final_clocks.png
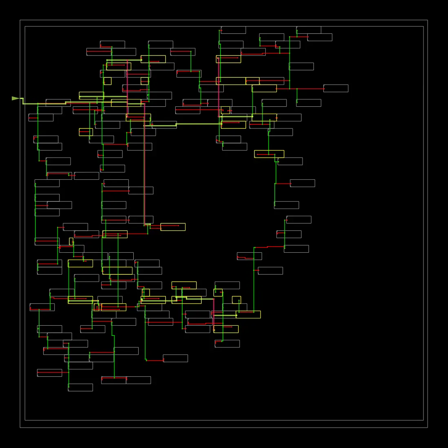
gate_families.png
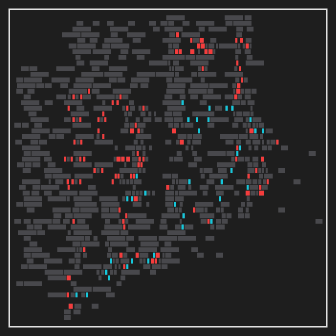
registers.png
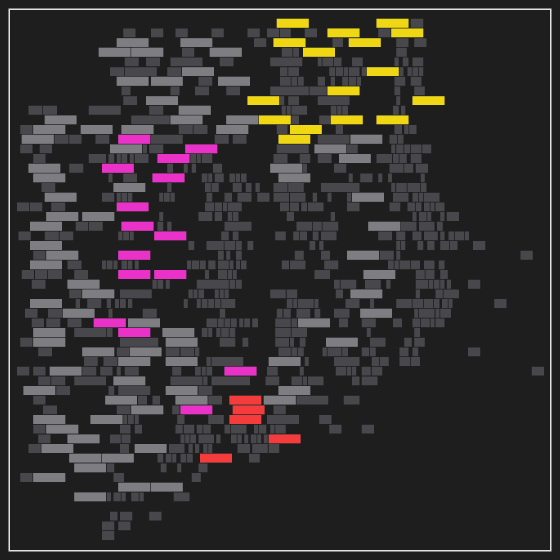
## src/rtl/i2s_rx_pkg.sv

```systemverilog
// Shared types and helpers for the I2S ADC receiver.
//   rx_state_e : capture FSM states
//   LEFT/RIGHT : channel encoding, equal to the LRCK level of the slot
//   abs_sat    : saturated two's-complement magnitude of a word up to MAX_W bits
package i2s_rx_pkg;

  localparam int unsigned MAX_W = 32;

  typedef enum logic [1:0] {
    IDLE  = 2'd0,
    SKIP  = 2'd1,
    SHIFT = 2'd2,
    WAIT  = 2'd3
  } rx_state_e;

  localparam logic LEFT  = 1'b0;
  localparam logic RIGHT = 1'b1;

  // Magnitude of the low `width` bits read as signed; the most negative value
  // saturates to the largest positive one so the result fits in width-1 bits.
  function automatic logic [MAX_W-1:0] abs_sat(input logic [MAX_W-1:0] word,
                                                input int unsigned      width);
    logic [MAX_W-1:0] msb;
    logic [MAX_W-1:0] mask;
    logic [MAX_W-1:0] mag;
    msb  = MAX_W'(1) << (width - 1);
    mask = (msb << 1) - MAX_W'(1);
    if ((word & msb) == '0) begin
      mag = word & mask;
    end else begin
      mag = (~word + MAX_W'(1)) & mask;
      if (mag == msb) mag = msb - MAX_W'(1);
    end
    return mag;
  endfunction

endpackage

```

## src/rtl/i2s_pin_sync.sv

```systemverilog
// Brings the three asynchronous codec pins into clk_clk and detects edges.
//   bclk_pin/lrck_pin/adcdat_pin : raw codec pins
//   bclk_rise_c : one-cycle pulse on a synchronised BCLK rising edge
//   lrck_edge_c : one-cycle pulse on either synchronised LRCK edge
//   lrck_sync   : synchronised LRCK level (channel of the slot just started)
//   data_sync   : synchronised ADCDAT, valid to sample on bclk_rise_c
module i2s_pin_sync (
  input  logic clk_clk,
  input  logic reset_reset_n,
  input  logic bclk_pin,
  input  logic lrck_pin,
  input  logic adcdat_pin,
  output logic bclk_rise_c,
  output logic lrck_edge_c,
  output logic lrck_sync,
  output logic data_sync
);

  // Bit order in the pipelines: {bclk, lrck, adcdat}
  logic [2:0] meta_q, meta_d;
  logic [2:0] sync_q, sync_d;
  logic [1:0] dly_q, dly_d;   // {bclk, lrck} one cycle behind sync_q

  // Two synchroniser stages plus one delay stage for edge detection
  always_comb begin
    meta_d = {bclk_pin, lrck_pin, adcdat_pin};
    sync_d = meta_q;
    dly_d  = sync_q[2:1];
  end

  always_ff @(posedge clk_clk or negedge reset_reset_n) begin
    if (!reset_reset_n) begin
      meta_q <= '0;
      sync_q <= '0;
      dly_q  <= '0;
    end else begin
      meta_q <= meta_d;
      sync_q <= sync_d;
      dly_q  <= dly_d;
    end
  end

  assign bclk_rise_c = sync_q[2] & ~dly_q[1];
  assign lrck_edge_c = sync_q[1] ^ dly_q[0];
  assign lrck_sync   = sync_q[1];
  assign data_sync   = sync_q[0];

endmodule

```

## src/rtl/i2s_adc_receiver.sv

```systemverilog
// Deserialises stereo I2S (or left-justified) ADC frames from a WM8731 master,
// offers left/right pairs on a valid/ready handshake and tracks a decaying
// peak level.
//   clk_clk, reset_reset_n        : clock, async active-low reset
//   audio_interface_*             : asynchronous codec pins
//   sample_left/right/valid/ready : pair handshake (outputs held while valid)
//   level                         : peak-hold magnitude
//   overflow, frame_err           : sticky error flags, cleared by clear_flags
module i2s_adc_receiver
  import i2s_rx_pkg::*;
#(
  parameter int unsigned DATA_WIDTH   = 16,
  parameter int unsigned I2S_DELAY    = 1,
  parameter int unsigned DECAY_PERIOD = 65536,
  parameter int unsigned DECAY_SHIFT  = 4
) (
  input  logic                  clk_clk,
  input  logic                  reset_reset_n,
  input  logic                  audio_interface_ADCDAT,
  input  logic                  audio_interface_ADCLRCK,
  input  logic                  audio_interface_BCLK,
  output logic [DATA_WIDTH-1:0] sample_left,
  output logic [DATA_WIDTH-1:0] sample_right,
  output logic                  sample_valid,
  input  logic                  sample_ready,
  output logic [DATA_WIDTH-1:0] level,
  output logic                  overflow,
  output logic                  frame_err,
  input  logic                  clear_flags
);

  localparam int unsigned CNT_MAX = (I2S_DELAY > DATA_WIDTH) ? I2S_DELAY : DATA_WIDTH;
  localparam int unsigned CNT_W   = $clog2(CNT_MAX + 1);
  localparam int unsigned DCNT_W  = (DECAY_PERIOD > 1) ? $clog2(DECAY_PERIOD) : 1;
  localparam rx_state_e   START_ST = (I2S_DELAY == 0) ? SHIFT : SKIP;

  logic bclk_rise_c, lrck_edge_c, lrck_sync, data_sync;

  i2s_pin_sync u_pin_sync (
    .clk_clk       (clk_clk),
    .reset_reset_n (reset_reset_n),
    .bclk_pin      (audio_interface_BCLK),
    .lrck_pin      (audio_interface_ADCLRCK),
    .adcdat_pin    (audio_interface_ADCDAT),
    .bclk_rise_c   (bclk_rise_c),
    .lrck_edge_c   (lrck_edge_c),
    .lrck_sync     (lrck_sync),
    .data_sync     (data_sync)
  );

  rx_state_e             state_q, state_d;
  logic                  chan_q, chan_d;
  logic [CNT_W-1:0]      cnt_q, cnt_d;
  logic [DATA_WIDTH-1:0] shreg_q, shreg_d;
  logic [DATA_WIDTH-1:0] left_hold_q, left_hold_d;
  logic                  left_ok_q, left_ok_d;
  logic [DATA_WIDTH-1:0] sample_left_q, sample_left_d;
  logic [DATA_WIDTH-1:0] sample_right_q, sample_right_d;
  logic                  valid_q, valid_d;
  logic [DATA_WIDTH-1:0] level_q, level_d;
  logic                  overflow_q, overflow_d;
  logic                  frame_err_q, frame_err_d;
  logic [DCNT_W-1:0]     decay_cnt_q, decay_cnt_d;

  logic                  word_done;
  logic [DATA_WIDTH-1:0] word_c;
  logic [DATA_WIDTH-1:0] mag_c;
  logic                  decay_fire;

  assign word_c     = {shreg_q[DATA_WIDTH-2:0], data_sync};
  assign mag_c      = DATA_WIDTH'(abs_sat(MAX_W'(word_c), DATA_WIDTH));
  assign decay_fire = (decay_cnt_q == DCNT_W'(DECAY_PERIOD - 1));

  // Capture FSM, pair handshake, sticky flags and level tracker
  always_comb begin
    state_d        = state_q;
    chan_d         = chan_q;
    cnt_d          = cnt_q;
    shreg_d        = shreg_q;
    left_hold_d    = left_hold_q;
    left_ok_d      = left_ok_q;
    sample_left_d  = sample_left_q;
    sample_right_d = sample_right_q;
    valid_d        = valid_q;
    level_d        = level_q;
    overflow_d     = overflow_q;
    frame_err_d    = frame_err_q;
    decay_cnt_d    = decay_fire ? '0 : decay_cnt_q + DCNT_W'(1);
    word_done      = 1'b0;

    if (clear_flags) begin
      overflow_d  = 1'b0;
      frame_err_d = 1'b0;
    end

    // An LRCK edge starts a new slot and swallows any BCLK rise of the same cycle
    if (lrck_edge_c) begin
      if (state_q == SKIP || state_q == SHIFT) frame_err_d = 1'b1;
      chan_d  = lrck_sync;
      cnt_d   = '0;
      shreg_d = '0;
      state_d = START_ST;
    end else if (bclk_rise_c) begin
      case (state_q)
        SKIP: begin
          if (cnt_q == CNT_W'(I2S_DELAY - 1)) begin
            cnt_d   = '0;
            state_d = SHIFT;
          end else begin
            cnt_d = cnt_q + CNT_W'(1);
          end
        end
        SHIFT: begin
          shreg_d = word_c;
          if (cnt_q == CNT_W'(DATA_WIDTH - 1)) begin
            word_done = 1'b1;
            cnt_d     = '0;
            state_d   = WAIT;
          end else begin
            cnt_d = cnt_q + CNT_W'(1);
          end
        end
        default: ;
      endcase
    end

    if (valid_q && sample_ready) valid_d = 1'b0;

    // A pair needs a left word completed since the last offered pair
    if (word_done && chan_q == LEFT) begin
      left_hold_d = word_c;
      left_ok_d   = 1'b1;
    end
    if (word_done && chan_q == RIGHT && left_ok_q) begin
      left_ok_d = 1'b0;
      if (!valid_q || sample_ready) begin
        sample_left_d  = left_hold_q;
        sample_right_d = word_c;
        valid_d        = 1'b1;
      end else begin
        overflow_d = 1'b1;
      end
    end

    // Decay first so a same-cycle peak load overrides it
    if (decay_fire) level_d = level_q - (level_q >> DECAY_SHIFT);
    if (word_done && mag_c > level_q) level_d = mag_c;
  end

  always_ff @(posedge clk_clk or negedge reset_reset_n) begin
    if (!reset_reset_n) begin
      state_q        <= IDLE;
      chan_q         <= LEFT;
      cnt_q          <= '0;
      shreg_q        <= '0;
      left_hold_q    <= '0;
      left_ok_q      <= 1'b0;
      sample_left_q  <= '0;
      sample_right_q <= '0;
      valid_q        <= 1'b0;
      level_q        <= '0;
      overflow_q     <= 1'b0;
      frame_err_q    <= 1'b0;
      decay_cnt_q    <= '0;
    end else begin
      state_q        <= state_d;
      chan_q         <= chan_d;
      cnt_q          <= cnt_d;
      shreg_q        <= shreg_d;
      left_hold_q    <= left_hold_d;
      left_ok_q      <= left_ok_d;
      sample_left_q  <= sample_left_d;
      sample_right_q <= sample_right_d;
      valid_q        <= valid_d;
      level_q        <= level_d;
      overflow_q     <= overflow_d;
      frame_err_q    <= frame_err_d;
      decay_cnt_q    <= decay_cnt_d;
    end
  end

  assign sample_left  = sample_left_q;
  assign sample_right = sample_right_q;
  assign sample_valid = valid_q;
  assign level        = level_q;
  assign overflow     = overflow_q;
  assign frame_err    = frame_err_q;

endmodule

```

## config.mk

```make
export PLATFORM = sky130hd
export DESIGN_NAME = i2s_adc_receiver
export DESIGN_NICKNAME = d
export VERILOG_FILES = /design/src/rtl/i2s_rx_pkg.sv /design/src/rtl/i2s_pin_sync.sv /design/src/rtl/i2s_adc_receiver.sv
export SDC_FILE = /design/constraint.sdc
export NUM_CORES = 1
export LEC_CHECK = 0
export CAP_MARGIN = 5
export CORE_MARGIN = 1.5
export CORE_UTILIZATION = 28
export DETAILED_ROUTE_END_ITERATION = 10
export PLACE_DENSITY = 0.49
export SLEW_MARGIN = 20
export SYNTH_ARGS = -nofsm -noshare
export SYNTH_HDL_FRONTEND = slang
export SYNTH_SLANG_ARGS = --single-unit
```

## constraint.sdc

```tcl
create_clock -name clk_clk -period 7.8 [get_ports clk_clk]
set_input_delay 1.95 -clock clk_clk [delete_from_list [all_inputs] [get_ports clk_clk]]
set_output_delay 1.95 -clock clk_clk [all_outputs]
set_load 0.005 [all_outputs]
```

==> Slide: Implementation Results <==
Physical Implementation Snapshot

Place
  • Dpl cells: ~920
  • Buffers on Ports: around 57
  • GPL Wtd Cong: 0.7884
  • Post-DP HPWL: around 11000 µm

Drt
  • Drt first pass iters: 4
  • Drt total wl: approximately 15000 µm
  • Post-DR wirelength/cell: about 16 µm
  • Final antenna-violating net count: 0
  • DRC viols: 0
  • Vias: about 4700
  • DRT iter0 DRCs: ~280
  • Vias/cell: approximately 5

Pwr
  • VDD IR max: ~0.13 mV
  • Pleak: 3.424 nW
  • Power per cell area: 203.3 mW/mm²

Final timing
  • Fmax: about 0.23 GHz
  • Slew margin rel.: 0.3467
  • Fin crit period: roughly 4.4 ns
  • TNS Setup: 0 ns
  • Hold Fails Final Rpt: 0
  • Fin crit share: 0.5589
  • Final setup viols: 0
  • Actual slew at the worst max-slew pin: 0.9788 ns

Floorplanning
  • Die W: roughly 150 µm
  • Die ar.: approximately 0.023 mm²
  • Ports: between 50 and 60
  • FP Rows: 54
  • Core Footprint: 0.02182 mm²

Synth
  • Post-synth EDFFs: 0
  • Synthesized cell area: slightly above 0.006 mm²
  • Floorplan net count: approximately 650
  • Avg Cell Area, Syn: 10.30 µm²
  • Seq share, synth: 0.4631
  • Adders+Majority by Area: 0.07571
  • YS warnings: 0
  • Commonest flop: dfrtp_1
  • Async S/R FF share, synth: 1.000
  • Ao+oa area frac: 0.1257
  • XOR-XNOR Cells, Area Fraction: 0.03101
  • Yosys Chip Area: 0.006213 mm²
  • Multiplexer share of the synthesized area: 0.1170
  • Gate count after technology mapping: between 600 and 700

Critical path
  • Setup crit start kind: flop
  • Crit-path max FO: 17
  • Setup Crit Path Kind: flop to flop

Global route
  • Vias in the first global route: 4747
  • GRT Util Overall: 0.1346
  • Initial antenna violation count: 0
  • First-pass GRT wire length: between 20000 and 30000 µm
  • Largest net degree at the start of global routing: 89
  • Overflow after GRT: 0

Clocking
  • # resized after CTS: 0
  • Clock Pin Slew Worst Setup and Hold Paths: 0.06 ns
  • Clk buf depth: 2
  • Cts hold-fix bufs: 0
  • H-tree depth: 4
  • Root Buffer: clkbuf_16
  • Post-CTS Setup Inserts: 0
  • CTS tree: done
  • # clock sinks: around 120

Finish
  • Fraction of layout cells with a size suffix above 1: 0.1667
  • Area grow syn2layout: 24.16%
  • Layout Nets: ~700
  • Top cells excl fill/tap: 115 x dfrtp_1, 64 x nand2_1, 61 x mux2_2
  • Filler cells: about 2100
  • Diodes inserted: 0

Hold path
  • Worst Hold Class: flop to flop

Flow run
  • Count of tool warnings: 29

Run status
  • Status: finished, final reports clean
About final_clocks.png:
flip-flops: 115
Clock Skew: 0.008583 ns
CTS Buf Count: 17
number of clock buffers in the layout: 20
Clk Latency, worst-skew pair: 0.41 ns

About gate_families.png:
- inverters: cyan (cells 35; most used inv_1)
- NAND gates: red (cells 96; most used nand2_1)
logic share of the area: 0.4009
Commonest Layout Cell: dfrtp_1
Non-Filler Instances: 952

About registers.png:
- `decay_cnt_q`: yellow (sequential cells 16)
- `shreg_q`: magenta (sequential cells 15)
- `cnt_q`: red (sequential cells 5; where bottom center)

-- cell type report --
class | count | area [µm²] | share of cell area
flip-flops and latches | 115 | 2878 | 0.3730
repair buffers | 61 | 601.8 | 0.07801
multi-input cells | 429 | 3093 | 0.4009
inverters | 35 | 131.4 | 0.01703
clock inverters | 12 | 203.9 | 0.02644
well taps | 280 | 350.3 | 0.04541
clock buffers | 20 | 456.7 | 0.05920
-- registers in the layout (all words and copies together) (netlist names), 3 cells and up --
name and count:
shreg_q 15, u_pin_sync.sync_q 3, u_pin_sync.meta_q 3, decay_cnt_q 16
left_hold_q 16, level 16, sample_right 16, sample_left 16
cnt_q 5
-- per-layer routing --
layer  GRT usage  wire length, µm  vias to the layer above  share of wire
li1            -                -                     2278              -
met1      0.1833             7448                     2266           0.50
met2      0.2094             6788                       92           0.46
met3     0.03537              540                       14          0.036
met4     0.04022              137                        0         0.0092
met5           0                0                        -              0
-- final timing paths --
path                                 startpoint                   end  depth (start not counted)
hold reg to reg            u_pin_sync.meta_q[1]  u_pin_sync.sync_q[1]                          0
max in group asynchronous         reset_reset_n        decay_cnt_q[1]                          2
setup / recovery                     shreg_q[1]              level[2]                         13
min in group asynchronous         reset_reset_n            state_q[0]                          1
hold / removal             u_pin_sync.meta_q[1]  u_pin_sync.sync_q[1]                          0
setup reg to reg                     shreg_q[1]              level[2]                         13
-- Yosys cell counts (all sizes together), types with 7 or more instances --
| cell | number | area (µm²) |
|---|---|---|
| or3 | 7 | 48.80 |
| nor3 | 17 | 90.09 |
| inv | 35 | 131.4 |
| o21a | 7 | 52.55 |
| xor2 | 11 | 96.34 |
| mux2 | 61 | 686.9 |
| o41ai | 7 | 61.31 |
| clkbuf | 15 | 56.30 |
| a21oi | 28 | 140.1 |
| nand2 | 64 | 240.2 |
| xnor2 | 11 | 96.34 |
| ha | 36 | 450.4 |
| o21ai | 39 | 195.2 |
| o31ai | 9 | 67.56 |
| buf | 9 | 70.06 |
| nand3 | 15 | 75.07 |
| dfrtp | 115 | 2878 |
| nand4 | 11 | 68.82 |
| nor2 | 36 | 135.1 |
-- cells by family after synthesis --
family / count (synthesis)
XOR/XNOR: 22
buffers and inverters: 59
adder cells (fa/ha/maj): 37
AND-OR/OR-AND: 123
multiplexers: 65
flip-flops: 115
AND/OR/NAND/NOR: 182
-- report_power, final --
part           switching (mW)  internal [mW]
Combinational          0.0563         0.0337
Sequential             0.0108          0.611
Clock                   0.273          0.584
-- per-stage QoR --
step	power [mW]	cell area [µm²]	setup slack, ns	utilization
2_1_floorplan	0.6856	6213	3.658	-
3_3_place_gp	0.7185	7046	3.588	0.3228
3_5_place_dp	0.7228	7048	3.433	0.3230
4_1_cts	1.592	7709	3.401	0.3532
5_1_grt	1.632	7715	2.976	0.3535
6_report	1.569	7715	3.440	0.3535
-- critical path: stages (launching register included) --
cell and delay (ns):
dfrtp_1 0.50, nor3_1 0.44, nand3_1 0.29, nor4_4 0.73
o41ai_1 0.12, o21ai_0 0.32, ha_1 0.31, a211oi_1 0.21
nor2_1 0.07, o21ai_0 0.16, a21oi_1 0.10, o31ai_2 0.30
buf_4 0.30, mux2_2 0.37
Power is estimated from default activity; no workload was simulated.
